==> config.mk <==
export PLATFORM = sky130hd
export DESIGN_NAME = user_pcie_stream_rd_engine
export DESIGN_NICKNAME = d
export VERILOG_FILES = /design/src/rtl/user_pcie_stream_rd_engine.sv
export SDC_FILE = /design/constraint.sdc
export NUM_CORES = 1
export LEC_CHECK = 0
export CAP_MARGIN = 40
export CORE_MARGIN = 3
export CORE_UTILIZATION = 50
export DETAILED_ROUTE_END_ITERATION = 7
export DONT_BUFFER_PORTS = 1
export GPL_TIMING_DRIVEN = 0
export PLACE_DENSITY = 0.67
export RECOVER_POWER = 50
export SYNTH_ARGS = -nofsm -noshare
export SYNTH_HDL_FRONTEND = slang
export SYNTH_SLANG_ARGS = --single-unit
==> constraint.sdc <==
create_clock -name clk_i -period 19.7 [get_ports clk_i]
set_clock_uncertainty 0.1 [all_clocks]
set_input_delay 2.955 -clock clk_i [delete_from_list [all_inputs] [get_ports clk_i]]
set_output_delay 2.955 -clock clk_i [all_outputs]
set_load 0.05 [all_outputs]
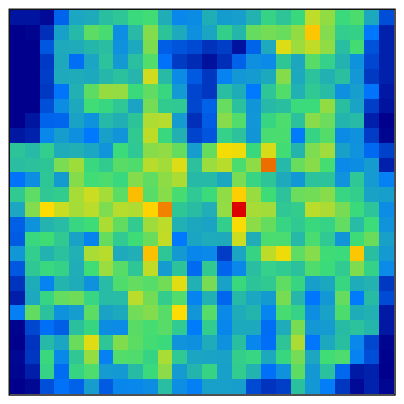
(run_1/metal_density.png)
Drawn at 1.5 px/um. 26 x 26 tiles, from dark blue (low) to red (high), scaled to the fullest tile. Values are wire area over tile area, all layers added.
mean over tiles: 0.28
nearly empty tiles: 3.7%
densest ninth of the die: center
emptiest ninth of the die: upper left
via count of the routed design: 26,620
wirelength, routed: 109.1 mm
Total GRT Usage: 31.83%

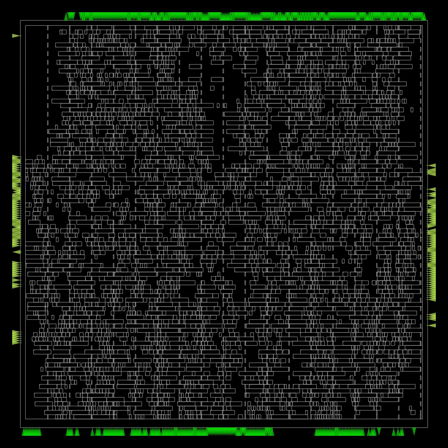
(run_1/placement.png)
fraction of area in registers: 38.05%
well-tap cell count: 837
Filler Cells Inserted: 5,571

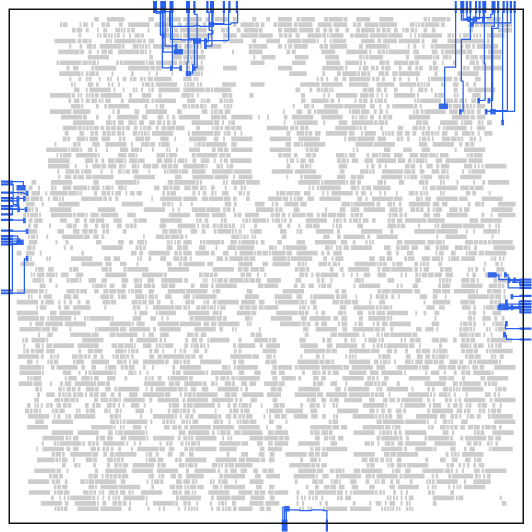
(run_1/io_fan.png)
Drawn at 2 px/um.
legend:
  ch_fifo_space_i:
    color: blue
    bits: 64
    direction: input
    end_cells: 48
    buffers: 0
    wire: 1,260 um
top-level port count: 530
count of buffers from port buffering: 0

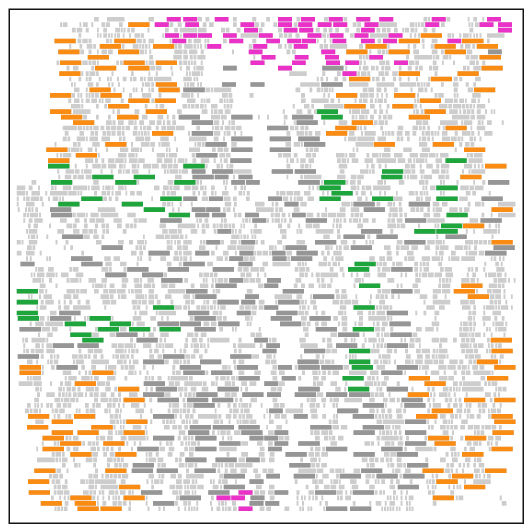
(run_1/flops_by_reg.png)
Drawn at 2 px/um. Other sequential cells in the stronger gray, the rest of the logic in the fainter gray.
legend:
  chunk_q:
    color: green
    sequential_cells: 52
  ch_wr_data_o:
    color: magenta
    sequential_cells: 64
  rem_q:
    color: orange
    sequential_cells: 128
    where: spread over the die
not colored: 234
reported sequential group power: 1.41 mW
post-layout utilization of the core: 55.83%

==> run notes, run 1 <==
Implementation numbers.

- The run finished, with violations left.
- The final reports fail on max-capacitance violations, max-slew violations.
- The number of warnings reported in the yosys synthesis log is 0.
- The leakage power summed over all cells is about 13 nW.
- Post-synthesis, Yosys gives the total cell area as 31,300 um2.
- The switching fraction of total power is between 30% and 40%.
- The remaining number of nets flagged by the antenna check after routing is 0.
- For this run, the slowest stage of the critical path takes a little over 0.6 ns.
- The non-clock buffer area fraction after layout is between 2 and 2.5%.
- Final hold analysis gives a worst-case slack of between 0.3 and 0.4 ns.
- The area of the mapped netlist is 31,300 um2.
- The number of endpoints with negative hold slack in the final report is 0.
- The layout report lists the combined flip-flop and latch area as around 13,000 um2.
- The required time of the critical path is 19.91 ns.
- Per the finish-stage timing summary, setup violations number 0.
- The largest net degree at the start of global routing is 64.
- The post-layout total power is 3.203 mW.
- In the final design, more cell area goes to combinational gates than to any other class.
- Counting pins that exceed their max-slew limit in the final report gives about 77.
- The critical path in the final layout is reported with a setup slack of 10.65 ns.
- Once the clock tree was built, the resizer swapped 0 gates to a different size.
- The pin slew with the least headroom to its limit is 3.648 ns.
- The finished cells cover 34,520 um2.
- The H-tree depth reported by CTS is 2.
- The critical path endpoint category is a register.
- The script logs the ratio of routed vias to standard cells as about 6.2.
- The warning total across the stage logs is roughly 40.
- Clock buffers in the final layout number 75.
- The average size of a mapped cell is 9.448 um2.
- The number of multi-input combinational cells in the layout is around 2,500.
- The fraction of the cycle the final worst path needs is between 40 and 50%.
- The commonest cells after synthesis are sky130_fd_sc_hd__edfxtp_1 (356), sky130_fd_sc_hd__nand2_1 (333), sky130_fd_sc_hd__o21ai_0 (269).
- The chip occupies 65,640 um2.
- Global routing consumed, on the met3 layer, ~7.9% of the routing resources.
- The met3 wirelength from detailed routing is roughly 9.9 mm.
- The part of the power in the clock network is 33.5%.
- For reference, the top cells by area after synthesis are sky130_fd_sc_hd__edfxtp_1 (34%), sky130_fd_sc_hd__ha_1 (8.2%), sky130_fd_sc_hd__dfxtp_1 (7.8%).
- The internal power summed over all cells is just over 2 mW.
- The final layout net count is 4,018.
- The floorplan die height is roughly 260 um.
- Measured against its own limit, the worst slew margin works out to -143.2%.
- The main flop type is sky130_fd_sc_hd__edfxtp_1.
- Per the repair_timing log after CTS, setup buffers inserted total 0.
- The HPWL after detailed placement is between 80 and 90 mm.
- The STA report counts the stages on the worst setup path as 28.
- In the detailed route, the total length drawn on met2 is between 50 and 60 mm.
- The signal arrival time at the worst endpoint is 9.26 ns.
- The horizontal die dimension is 256.2 um.
- Once layout is complete, the cells apart from fillers number roughly 4,300.
- The critical path launch point type is a register.
- The net switching component of the power is approximately 1.1 mW.
- The region available for standard cell placement spans 61,830 um2.
- In the per-layer summary, the met1 wirelength comes to 43.34 mm.
- The initial antenna violation count is 13.
- According to the CTS report, the clock sink count is about 480.
- There are 478 flip-flops and latches.
- For reference, XOR and XNOR gates occupy around 7.6% of the area reported after synthesis.
- The total clock buffers created by CTS is between 50 and 60.
- The tally of max-capacitance violations is 3.
- The layer with the highest usage after global routing is met2.
- The total of hold buffers inserted after clock tree synthesis is 0.
- The area fraction of the largest cell type after synthesis is around 34%.
- The post-layout minimum cycle time is between 9 and 10 ns.
- The count of different cell masters after synthesis is approximately 80.
- Summed over all layers, the global routing overflow is 0.
- Logged for this run, the post-placement worst setup slack is approximately 11 ns.
- The number of global-route vias before repair was about 26,000.
## Run 2: what changed since run 1
Clock period 19.7 ns to 8.6 ns, I/O delays scaled along.
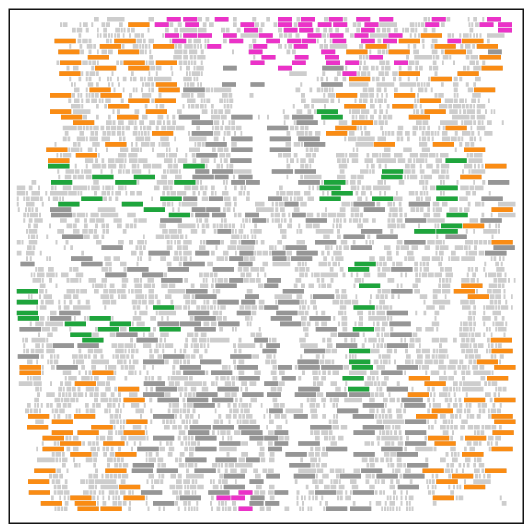
(run_2/flops_by_reg.png)
Drawn at 2 px/um. Other sequential cells in the stronger gray, the rest of the logic in the fainter gray.
legend:
  chunk_q:
    color: green
    sequential_cells: 52
  rem_q:
    color: orange
    sequential_cells: 128
    where: spread over the die
  ch_wr_data_o:
    color: magenta
    sequential_cells: 64
not colored: 234
fraction of area in registers: 38.03%
register cell area after layout: 13,130 um2
post-layout utilization of the core: 55.86%
reported sequential group power: 3.24 mW

==> run 2 against run 1 <==
The flow still finishes with violations (max-capacitance violations, max-slew violations). Core utilization barely moved. Sequential power rose by 130%. Clock power rose by 130%. First-iteration DRC count fell by 0.66%. Synthesized area did not move. Die area did not move. Worst hold slack improved by 0.0012 ns. Total power rose by 130%. Register-to-register slack got worse by 10 ns. Setup slack got worse by 10 ns. Final cell count barely moved. Critical path type unchanged. Critical endpoint is now outst_q[2][6]$_SDFFCE_PN0P_. Largest power group unchanged.
==> run notes, run 2 <==
Implementation numbers.

- The quantity of gates resized following cts was 11 (+11).
- The remaining number of nets flagged by the antenna check after routing came to 0 (unchanged).
- The final reports fail on max-capacitance violations, max-slew violations.
- The signal arrival time at the worst endpoint is 8.42 ns (-0.84 ns).
- The all-layer global routing usage is 31.85% (about the same).
- The number of tap cells inserted is 837 (unchanged).
- Among all cell classes, the greatest summed area belongs to combinational gates.
- The HPWL after detailed placement came to 85.99 mm (unchanged).
- The number of buffers added on ports is 0 (unchanged).
- The switching fraction of total power is 35.17% (about the same).
- The longest individual stage delay on the worst path came to 0.56 ns (-0.06 ns).
- Looking at the cell usage after synthesis, the top flip-flop cell is sky130_fd_sc_hd__edfxtp_1.
- The core box area came to 61,830 um2 (unchanged).
- The required time of the critical path is 8.79 ns (-11.12 ns).
- The part of the power in the clock network is 33.4% (about the same).
- The count of different cell masters after synthesis is 80 (unchanged).
- The warning total across the stage logs came to 41 (unchanged).
- The global route total overflow came to 0 (unchanged).
- The horizontal die dimension is 256.2 um (unchanged).
- The setup slack of the critical path after layout is 0.3686 ns (-10.28 ns).
- The pin slew with the least headroom to its limit was 3.664 ns (+0.01561 ns).
- The ratio of routed vias to standard cells was 6.223 (+0.42%).
- The number of warnings reported in the yosys synthesis log is 0 (unchanged).
- The minimum setup slack after placement is -0.2713 ns (-11.10 ns).
- The final design instance area without fill is 34,530 um2 (about the same).
- The length of routed wiring on met1 is 43.51 mm (+0.38%).
- The chip area in the Yosys report was 31,300 um2 (unchanged).
- The overall chip area is 65,640 um2 (unchanged).
- The final layout net count is 4,020 (+0.050%).
- The non-clock buffer area fraction after layout was 2.167% (-0.10 points).
- The average size of a mapped cell is 9.448 um2 (unchanged).
- The total of hold buffers inserted after clock tree synthesis is 0 (unchanged).
- The number of buffers inserted to repair setup after CTS is 0 (unchanged).
- The number of endpoints with negative hold slack in the final report was 0 (unchanged).
- Sorting the synthesized cells by area gives the leading types as sky130_fd_sc_hd__edfxtp_1 (34%), sky130_fd_sc_hd__ha_1 (8.2%), sky130_fd_sc_hd__dfxtp_1 (7.8%).
- The post-layout minimum cycle time came to 8.231 ns (-0.8225 ns).
- The met3 layer usage reported by global route is 7.990% (+0.12 points).
- The total number of vias came to 26,740 (+0.47%).
- The filler cell count was 5,576 (+0.090%).
- The worst-case headroom to the max-slew limit was -144.3% (-1.0 points).
- The met3 wirelength from detailed routing is 9.790 mm (-1.6%).
- The global routing stage identified its most utilized layer as met2.
- The H-tree depth reported by CTS came to 2 (unchanged).
- The tally of max-capacitance violations is 4 (+1).
- The largest net degree at the start of global routing came to 64 (unchanged).
- The number of clock buffers in the layout came to 75 (unchanged).
- The number of max-slew violations in the final report is 138 (+79%).
- The net switching component of the power is 2.581 mW (+130%).
- The run finished, with violations left.
- The floorplan die height is 256.2 um (unchanged).
- The filler-free cell count of the finished design is 4,297 (+0.047%).
Power is estimated from default activity; no workload was simulated.
